### src/rtl/adc_frame_fifo_pkg.sv
// Shared register map and type definitions for the ADC frame FIFO.
// Holds the ADC_FIFO_STATUS / ADC_FIFO_DROP field positions, the frame FSM
// encoding and the default geometry used by the register block.
package adc_frame_fifo_pkg;

  // Default geometry (matches the v1 16-deep snapshot FIFO)
  localparam int DEF_DEPTH  = 16;
  localparam int DEF_MAX_CH = 8;

  // ADC_FIFO_STATUS field positions
  localparam int STAT_LEVEL_LSB     = 0;
  localparam int STAT_LEVEL_MSB     = 15;
  localparam int STAT_OVERRUN_BIT   = 16;
  localparam int STAT_UNDERFLOW_BIT = 17;

  // ADC_FIFO_DROP field positions
  localparam int DROP_CNT_LSB = 0;
  localparam int DROP_CNT_MSB = 15;
  localparam int DROP_CNT_W   = DROP_CNT_MSB - DROP_CNT_LSB + 1;

  // Frame admission FSM. The reset/flush state is DISCARD so that stray
  // channel words seen before any status word are never stored.
  typedef enum logic {
    ST_DISCARD = 1'b0,
    ST_ADMIT   = 1'b1
  } frame_state_e;

  // A programmed frame length of 0 still occupies one word (the status word).
  function automatic int unsigned eff_frame_len(input int unsigned len);
    return (len == 0) ? 1 : len;
  endfunction

endpackage

### src/rtl/adc_frame_fifo_mem_sdp.sv
// Simple dual-port storage array: synchronous write, asynchronous read.
// The asynchronous read gives the show-ahead head word without a cycle of
// extra latency.
module fifo_mem_sdp #(
  parameter int DATA_W = 32,
  parameter int DEPTH  = 16,
  parameter int ADDR_W = $clog2(DEPTH)
) (
  input  logic              clk_i,
  input  logic              we_i,
  input  logic [ADDR_W-1:0] waddr_i,
  input  logic [DATA_W-1:0] wdata_i,
  input  logic [ADDR_W-1:0] raddr_i,
  output logic [DATA_W-1:0] rdata_o
);

  logic [DATA_W-1:0] mem_q [DEPTH];

  // Write port: one word per clock when enabled
  always_ff @(posedge clk_i) begin
    if (we_i) begin
      mem_q[waddr_i] <= wdata_i;
    end
  end

  assign rdata_o = mem_q[raddr_i];

endmodule

### src/rtl/adc_frame_fifo.sv
// ADC frame FIFO: buffers status + channel words from the non-stallable
// capture path for Wishbone readout. Supports word-drop and frame-atomic
// admission, sticky overrun/underflow flags, a saturating drop counter,
// a registered watermark interrupt and a synchronous flush.
module adc_frame_fifo
  import adc_frame_fifo_pkg::*;
#(
  parameter int DATA_W = 32,
  parameter int DEPTH  = DEF_DEPTH,
  parameter int MAX_CH = DEF_MAX_CH,
  parameter int LVL_W  = $clog2(DEPTH) + 1
) (
  input  logic                         wb_clk_i,
  input  logic                         wb_rst_i,
  input  logic                         in_valid,
  input  logic                         in_sof,
  input  logic [DATA_W-1:0]            in_data,
  input  logic                         cfg_atomic,
  input  logic [$clog2(MAX_CH+2)-1:0]  cfg_frame_len,
  input  logic [LVL_W-1:0]             cfg_wm,
  input  logic                         pop,
  input  logic                         flush,
  input  logic                         clr_overrun,
  input  logic                         clr_underflow,
  output logic [DATA_W-1:0]            rd_data,
  output logic [LVL_W-1:0]             level,
  output logic                         overrun,
  output logic                         underflow,
  output logic [15:0]                  drop_cnt,
  output logic                         irq_wm
);

  localparam int PTR_W = $clog2(DEPTH);
  localparam logic [LVL_W-1:0] FULL_LVL = LVL_W'(DEPTH);

  frame_state_e           state_q, state_d;
  logic [PTR_W-1:0]       wr_ptr_q, wr_ptr_d;
  logic [PTR_W-1:0]       rd_ptr_q, rd_ptr_d;
  logic [LVL_W-1:0]       level_q, level_d;
  logic                   overrun_q, overrun_d;
  logic                   underflow_q, underflow_d;
  logic [DROP_CNT_W-1:0]  drop_cnt_q, drop_cnt_d;
  logic                   irq_wm_q, irq_wm_d;
  logic                   atomic_q, atomic_d;
  logic                   sof_seen_q, sof_seen_d;

  logic                   push_ok;
  logic                   pop_ok;
  logic                   pop_empty;
  logic                   drop_evt;
  logic                   room;
  logic                   fits;
  logic                   mode_atomic;
  logic [LVL_W-1:0]       space;
  logic [DATA_W-1:0]      mem_rdata;

  fifo_mem_sdp #(
    .DATA_W (DATA_W),
    .DEPTH  (DEPTH)
  ) u_mem (
    .clk_i   (wb_clk_i),
    .we_i    (push_ok),
    .waddr_i (wr_ptr_q),
    .wdata_i (in_data),
    .raddr_i (rd_ptr_q),
    .rdata_o (mem_rdata)
  );

  assign pop_ok    = pop && (level_q != '0);
  assign pop_empty = pop && (level_q == '0);
  assign room      = (level_q != FULL_LVL) || pop_ok;
  assign space     = FULL_LVL - level_q;
  // Admission ignores a same-cycle pop: only the current free space counts
  assign fits      = 32'(space) >= eff_frame_len(32'(cfg_frame_len));
  // Until the first SOF the live mode applies, so stray words in atomic
  // mode are discarded; afterwards the mode latched at the last SOF rules.
  assign mode_atomic = sof_seen_q ? atomic_q : cfg_atomic;

  // Admission FSM next state and push decision
  always_comb begin
    state_d    = state_q;
    atomic_d   = atomic_q;
    sof_seen_d = sof_seen_q;
    push_ok    = 1'b0;
    if (in_valid) begin
      if (in_sof) begin
        atomic_d   = cfg_atomic;
        sof_seen_d = 1'b1;
        if (cfg_atomic) begin
          if (fits) begin
            state_d = ST_ADMIT;
            push_ok = 1'b1;
          end else begin
            state_d = ST_DISCARD;
          end
        end else begin
          push_ok = room;
        end
      end else if (mode_atomic) begin
        // room guards against a producer that overruns its frame length
        push_ok = (state_q == ST_ADMIT) && room;
      end else begin
        push_ok = room;
      end
    end
    if (flush) begin
      state_d = ST_DISCARD;
      push_ok = 1'b0;
    end
  end

  assign drop_evt = in_valid && !push_ok;

  // Datapath next state: pointers, level, flags, counters
  always_comb begin
    wr_ptr_d    = wr_ptr_q;
    rd_ptr_d    = rd_ptr_q;
    level_d     = level_q;
    overrun_d   = overrun_q;
    underflow_d = underflow_q;
    drop_cnt_d  = drop_cnt_q;
    irq_wm_d    = (cfg_wm != '0) && (level_q >= cfg_wm);

    if (flush) begin
      wr_ptr_d = '0;
      rd_ptr_d = '0;
      level_d  = '0;
    end else begin
      if (push_ok) wr_ptr_d = wr_ptr_q + 1'b1;
      if (pop_ok)  rd_ptr_d = rd_ptr_q + 1'b1;
      case ({push_ok, pop_ok})
        2'b10:   level_d = level_q + 1'b1;
        2'b01:   level_d = level_q - 1'b1;
        default: level_d = level_q;
      endcase
    end

    // Set beats a same-cycle clear
    if (drop_evt)         overrun_d = 1'b1;
    else if (clr_overrun) overrun_d = 1'b0;

    if (pop_empty)          underflow_d = 1'b1;
    else if (clr_underflow) underflow_d = 1'b0;

    if (drop_evt && (drop_cnt_q != '1)) drop_cnt_d = drop_cnt_q + 1'b1;
  end

  // Frame FSM and latched mode registers
  always_ff @(posedge wb_clk_i or posedge wb_rst_i) begin
    if (wb_rst_i) begin
      state_q    <= ST_DISCARD;
      atomic_q   <= 1'b0;
      sof_seen_q <= 1'b0;
    end else begin
      state_q    <= state_d;
      atomic_q   <= atomic_d;
      sof_seen_q <= sof_seen_d;
    end
  end

  // Pointer, level, flag, counter and interrupt registers
  always_ff @(posedge wb_clk_i or posedge wb_rst_i) begin
    if (wb_rst_i) begin
      wr_ptr_q    <= '0;
      rd_ptr_q    <= '0;
      level_q     <= '0;
      overrun_q   <= 1'b0;
      underflow_q <= 1'b0;
      drop_cnt_q  <= '0;
      irq_wm_q    <= 1'b0;
    end else begin
      wr_ptr_q    <= wr_ptr_d;
      rd_ptr_q    <= rd_ptr_d;
      level_q     <= level_d;
      overrun_q   <= overrun_d;
      underflow_q <= underflow_d;
      drop_cnt_q  <= drop_cnt_d;
      irq_wm_q    <= irq_wm_d;
    end
  end

  assign rd_data   = (level_q != '0) ? mem_rdata : '0;
  assign level     = level_q;
  assign overrun   = overrun_q;
  assign underflow = underflow_q;
  assign drop_cnt  = drop_cnt_q;
  assign irq_wm    = irq_wm_q;

endmodule
### config.mk
export PLATFORM = sky130hd
export DESIGN_NAME = adc_frame_fifo
export DESIGN_NICKNAME = d
export VERILOG_FILES = /design/src/rtl/adc_frame_fifo_pkg.sv /design/src/rtl/adc_frame_fifo_mem_sdp.sv /design/src/rtl/adc_frame_fifo.sv
export SDC_FILE = /design/constraint.sdc
export NUM_CORES = 1
export LEC_CHECK = 0
export CAP_MARGIN = 25
export CORE_MARGIN = 2
export CORE_UTILIZATION = 30
export DETAILED_ROUTE_END_ITERATION = 12
export GPL_TIMING_DRIVEN = 0
export PLACE_DENSITY = 0.54
export SKIP_CTS_REPAIR_TIMING = 1
export SLEW_MARGIN = 20
export SYNTH_ARGS = -nofsm -noshare
export SYNTH_HDL_FRONTEND = slang
export SYNTH_SLANG_ARGS = --single-unit
### constraint.sdc
create_clock -name wb_clk_i -period 6.11 [get_ports wb_clk_i]
set_input_delay 1.5275 -clock wb_clk_i [delete_from_list [all_inputs] [get_ports wb_clk_i]]
set_output_delay 1.5275 -clock wb_clk_i [all_outputs]
set_load 0.01 [all_outputs]
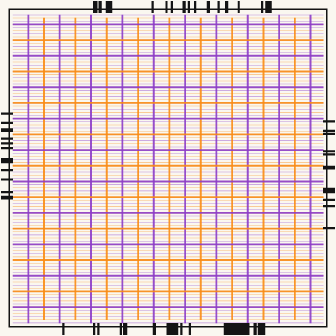
Figure 1: run 1, supply network.
Pins as bars on the die edge.
Key: purple = VSS; orange = VDD
The core has 98 rows. 99 met1 rails follow the rows.
worst vdd ir: 210 uV
height of the die: 274 microns
die outline width: 274 microns

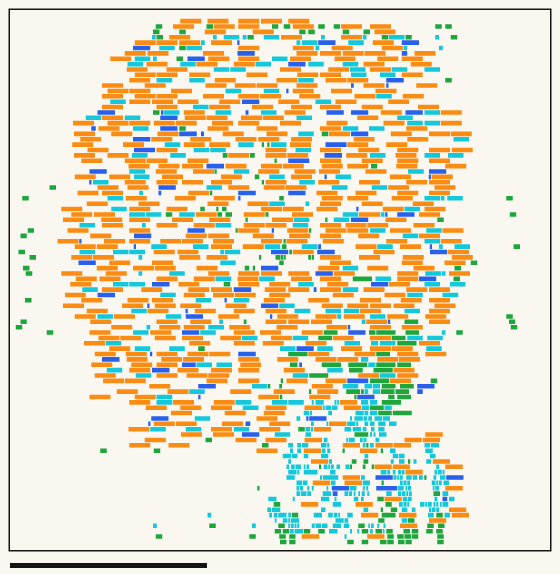
Figure 2: run 1, placement by cell class.
The bar under the picture is 100 microns long.
Key: orange = sequential cells [cells 547, share of their area 64%]; cyan = combinational and other logic [cells 419, share of their area 21%]; green = remaining buffers and delay cells [cells 188, share of their area 7.9%]; blue = clock drivers and dummy loads [cells 99, share of their area 6.9%]
number of standard-cell rows in the floorplan: 98
final std cell area, no fill: 0.0266 sq mm

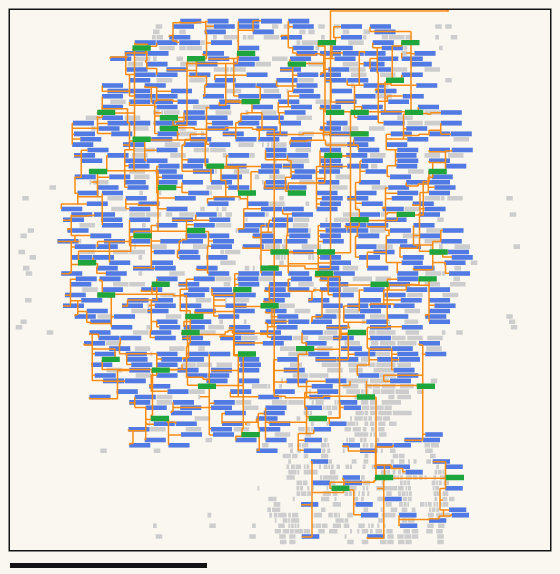
Figure 3: run 1, routed clock nets over the placement.
The bar under the picture is 100 microns long.
Key: green = clock drivers [count 55]; blue = flip-flops [count 547]; orange = clock wires [length 6580 microns]
There are 56 routed clock nets.
clock latency reported for the late side of the worst-skew pair: 620 ps
power of the clock network: 0.00328 W
Worst Skew: 18.7 ps
part of the power in the clock network: 33.3%

## run 1: cell usage in the layout (no fill, tap or decap), types with 4 or more instances in the layout
master                            count
sky130_fd_sc_hd__edfxtp_1           512
sky130_fd_sc_hd__mux4_2             160
sky130_fd_sc_hd__clkdlybuf4s50_1    104
sky130_fd_sc_hd__clkbuf_16           56
sky130_fd_sc_hd__clkbuf_1            43
sky130_fd_sc_hd__nor2b_1             36
sky130_fd_sc_hd__dfrtp_1             35
sky130_fd_sc_hd__ha_1                21
sky130_fd_sc_hd__xnor2_1             19
sky130_fd_sc_hd__inv_1               18
sky130_fd_sc_hd__buf_12              18
sky130_fd_sc_hd__nor2_1              17
sky130_fd_sc_hd__o21ai_1             17
sky130_fd_sc_hd__nand2_1             16
sky130_fd_sc_hd__nor2_4              16
sky130_fd_sc_hd__nand2b_1            13
sky130_fd_sc_hd__buf_4               13
sky130_fd_sc_hd__clkinv_1            12
sky130_fd_sc_hd__buf_16              12
sky130_fd_sc_hd__nor3_1               9
sky130_fd_sc_hd__nand3_1              8
sky130_fd_sc_hd__buf_2                7
sky130_fd_sc_hd__a21oi_1              7
sky130_fd_sc_hd__clkinv_2             7
sky130_fd_sc_hd__nor4_1               6
sky130_fd_sc_hd__o211ai_1             5
sky130_fd_sc_hd__nand4_1              5
sky130_fd_sc_hd__or3_1                4
sky130_fd_sc_hd__clkinvlp_4           4
sky130_fd_sc_hd__bufinv_16            4
## run 1: per-stage QoR
stage	cells	instance area (sq um)	total power (W)	hold slack [ps]
floorplan	1019	21800	0.00565	446
global placement	2073	24000	0.00664	465
detailed placement	2103	24800	0.00670	484
CTS	2202	26600	0.00999	499
global route	2203	26600	0.0103	511
finish	2203	26600	0.00984	493
==> results.rst, run 1 <==
Synthesis and place-and-route
=============================

.. list-table::
   :header-rows: 1

   * - Metric
     - Value
   * - Number of nets with antenna violations after detailed routing
     - 0
   * - CTS sink count
     - 547
   * - Worst setup path startpoint
     - level[0]$_DFFE_PP0P_
   * - Capture point of the worst reg-to-reg path
     - level[4]$_DFFE_PP0P_
   * - Req. time, crit path
     - 4580 ps
   * - M1 WL
     - between 20 and 25 mm
   * - Bufs w/o clock
     - 188
   * - Critical path's largest stage delay
     - 830 ps
   * - Yosys warning tally
     - 0
   * - Logic area
     - 0.00534 sq mm
   * - I/O pin cnt
     - 106
   * - Number of port buffers
     - 104
   * - Hold Path End
     - atomic_q$_DFFE_PP0P_
   * - Met3 Resource Use GR
     - under 10%
   * - Post-Place Setup Slack
     - between 500 and 600 ps
   * - Source of the worst hold timing path
     - atomic_q$_DFFE_PP0P_
   * - Number of search-and-repair iterations in the first detailed-routing pass
     - 4
   * - CP arrival
     - around 4000 ps
   * - Top-count cell post-synth
     - sky130_fd_sc_hd__edfxtp_1
   * - Multi-input comb cells
     - around 400
   * - MUX share of area
     - 16.7%
   * - Startpoint of the worst register-to-register path
     - level[0]$_DFFE_PP0P_
   * - Number of antenna violations at the first check in global routing
     - 3
   * - Run status
     - finished, final reports clean
   * - Critical Path, Cell by Cell
     - inv_1 -> ha_1 -> nor3b_1 -> ha_1 -> clkbuf_1 -> nor2b_1 -> clkdlybuf4s50_1
   * - Post-Synth Adder-Cell Area
     - ~1.3%
   * - Count of sequential standard cells
     - between 500 and 600
   * - Met1 usage in global routing
     - roughly a fifth
   * - Reg power frac
     - 43.7%
   * - Leakage power
     - 8.17 nW
   * - Crit path depth
     - 7
   * - Via density per instance
     - roughly 5
   * - Clock-pin slew reported for the worst setup and hold paths after clock tree synthesis
     - 60 ps
   * - Worst-case register-to-register setup slack
     - 1590 ps
   * - Clock buffers
     - 68
   * - Cell at the root of the clock tree
     - sky130_fd_sc_hd__clkbuf_16
   * - Category of the critical setup timing path
     - flop to output pin
   * - Setup-violating endpoint count in the final report
     - 0
   * - Drt first-iter violations
     - 1027
   * - Number of buffer and inverter stages on the critical path
     - 3
   * - Total global routing track utilization
     - between 10% and 20%
   * - Internal cell power
     - between 0.007 and 0.008 W
   * - Most used cell along the critical path
     - sky130_fd_sc_hd__ha_1
   * - Fraction of area in multi-input gates
     - 20.1%
   * - Yosys xor share
     - 0.987%
   * - Final period demand of the worst path
     - roughly 5600 ps
   * - AND/OR/NAND/NOR Cells, Area Fraction
     - ~3.7%
Figure 4. Routed metal, one colour a layer (run 1).
Only two layers are drawn.
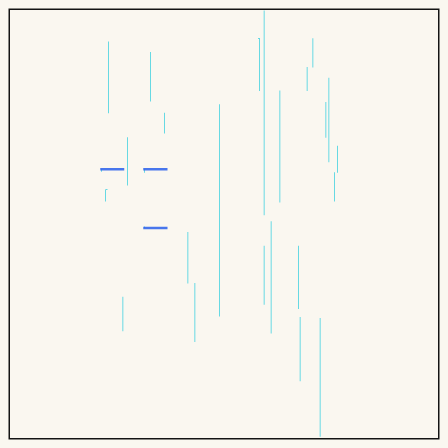

==> inputs of run 2 (changes only) <==
--- a/config.mk
+++ b/config.mk
@@ -9,9 +9,11 @@
 export CORE_MARGIN = 2
 export CORE_UTILIZATION = 30
 export DETAILED_ROUTE_END_ITERATION = 12
+export DONT_BUFFER_PORTS = 1
 export GPL_TIMING_DRIVEN = 0
-export PLACE_DENSITY = 0.54
+export PLACE_DENSITY = 0.53
 export SKIP_CTS_REPAIR_TIMING = 1
+export SKIP_LAST_GASP = 1
 export SLEW_MARGIN = 20
 export SYNTH_ARGS = -nofsm -noshare
 export SYNTH_HDL_FRONTEND = slang
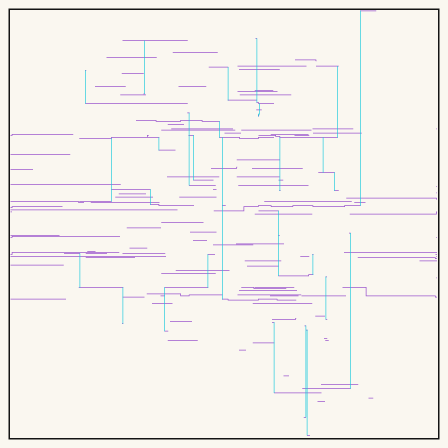
Figure 5: run 2, routed metal, one colour a layer.
Only two layers are drawn.
Key: purple = metal 3 [wire length 3480 microns]; cyan = metal 4 [wire length 1060 microns]
total via count after detailed routing: 10300
total routed wirelength: 51.8 mm
total global routing track utilization: 14.0%
wire per inst: 24.6 microns

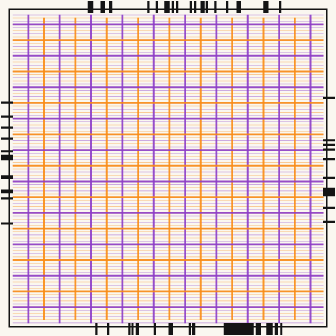
Figure 6: run 2, supply network.
Pins as bars on the die edge.
Key: orange = VDD; purple = VSS
19 straps on met5. 106 signal pins sit on the boundary. The core has 98 rows. 19 straps on met4.
worst vdd ir: 248 uV
area of the placeable core: 0.0717 sq mm

==> results.rst, run 2 <==
Synthesis and place-and-route
=============================

.. list-table::
   :header-rows: 1

   * - Metric
     - Value
   * - Cell at the root of the clock tree
     - sky130_fd_sc_hd__clkbuf_16
   * - Req. time, crit path
     - about 4600 ps
   * - Fraction of post-synthesis cell area in the top cell type by area
     - 70.5%
   * - Internal cell power
     - approximately 0.0071 W
   * - Placed cell area
     - roughly 0.024 sq mm
   * - Final std cell area, no fill
     - ~0.026 sq mm
   * - First-pass GRT wire length
     - 76.2 mm
   * - Clock-pin slew reported for the worst setup and hold paths after clock tree synthesis
     - 60 ps
   * - Height of the die
     - between 200 and 300 microns
   * - Part of the Yosys area used for sequential elements
     - approximately 75%
   * - Part of the power in the clock network
     - a little over a third
   * - M1 WL
     - 21.4 mm
   * - Number of port buffers
     - 0
   * - Crit-path leading delay family
     - buffers and inverters
   * - Hold slack
     - 491 ps
   * - CP arrival
     - ~3500 ps
   * - Critical path's largest stage delay
     - 780 ps
   * - Most instantiated logic cell after routing
     - sky130_fd_sc_hd__edfxtp_1
   * - Number of buffer and inverter stages on the critical path
     - 2
   * - Reg power frac
     - 44.7%
   * - Via density per instance
     - 4.92
   * - Setup-violating endpoint count in the final report
     - 0
   * - Number of search-and-repair iterations in the first detailed-routing pass
     - 5
   * - Final cell count without fillers
     - 2100
   * - Category of the critical setup timing path
     - flop to output pin
   * - Post-Place Setup Slack
     - 1050 ps
   * - Worst Skew
     - approximately 19 ps
   * - Crit path depth
     - 5
   * - CTS sink count
     - 547
   * - Total half-perimeter wirelength after legalization and detailed placement
     - roughly 33 mm
   * - Yosys warning tally
     - 0
   * - Clock latency reported for the late side of the worst-skew pair
     - about 620 ps
   * - Run status
     - finished, final reports clean
   * - Number of standard-cell rows in the floorplan
     - 98
   * - Post-placement cell count
     - 1996
   * - Critical Path, Cell by Cell
     - clkbuf_1 -> clkbuf_1 -> mux4_2 -> mux4_2 -> nor2b_1
   * - Top Layout Cells
     - 512 x sky130_fd_sc_hd__edfxtp_1, 160 x sky130_fd_sc_hd__mux4_2, 56 x sky130_fd_sc_hd__clkbuf_16, 41 x sky130_fd_sc_hd__clkbuf_1, 36 x sky130_fd_sc_hd__nor2b_1
   * - Overall Power
     - 0.00968 W
   * - Number of antenna violations at the first check in global routing
     - 0
   * - Switching power summed over all nets
     - between 0.002 and 0.003 W
   * - Top-count cell post-synth
     - sky130_fd_sc_hd__edfxtp_1
   * - Number of nets with antenna violations after detailed routing
     - 0
   * - Register with the most flip-flops
     - u_mem.mem_q
   * - Relative contribution of combinational cells to total power
     - a little under a fifth
   * - Final period demand of the worst path
     - 5050 ps
   * - Drt first-iter violations
     - 891
   * - I/O pin cnt
     - 106
   * - Die outline width
     - 274 microns
==> run 2: layout make-up <==
cell class	count	area [sq um]	share of cell area, %
inverters	19	71.3	0.278
multi-input cells	400	5340	20.8
clock buffers	66	1440	5.61
plain buffers	53	256	1.00
repair buffers	28	619	2.42
clock inverters	37	469	1.83
well taps	950	1190	4.64
flip-flops and latches	547	16300	63.4
==> run 2: final timing paths <==
check / startpoint / endpoint / slack (ps)
max in group asynchronous: wb_rst_i / rd_ptr_q[1]$_DFFE_PP0P_ / 5040
worst max register to register: level[0]$_DFFE_PP0P_ / level[4]$_DFFE_PP0P_ / 1490
worst min register to register: atomic_q$_DFFE_PP0P_ / atomic_q$_DFFE_PP0P_ / 490
worst min-delay path: atomic_q$_DFFE_PP0P_ / atomic_q$_DFFE_PP0P_ / 490
min in group asynchronous: wb_rst_i / underflow$_DFFE_PP0P_ / 680
worst max-delay path: rd_ptr_q[1]$_DFFE_PP0P_ / rd_data[10] / 1060
==> run 2: cell families after synthesis <==
logic type      share of synthesized area (%)
flops                                    74.5
mux                                      16.7
simple gates                             3.69
buf+inv                                  1.49
compound gates                           1.27
xor+xnor                                0.987
fa+ha+maj                                1.30
==> run 2: power groups by stage <==
stage,Clock (W),Sequential (W),Combinational [W]
5_1_grt,0.00378,0.00434,0.00197
4_1_cts,0.00362,0.00433,0.00187
3_5_place_dp,0,0.00441,0.00186
3_3_place_gp,0,0.00441,0.00182
2_1_floorplan,0,0.00438,0.00128
6_report,0.00355,0.00433,0.00180
==> run 2: routing by layer <==
metal,track usage [%],up-vias
met5,0,-
met4,3.62,0
met3,3.14,66
met2,23.3,254
met1,18.6,5623
li1,-,4391
Power is estimated from default activity; no workload was simulated.
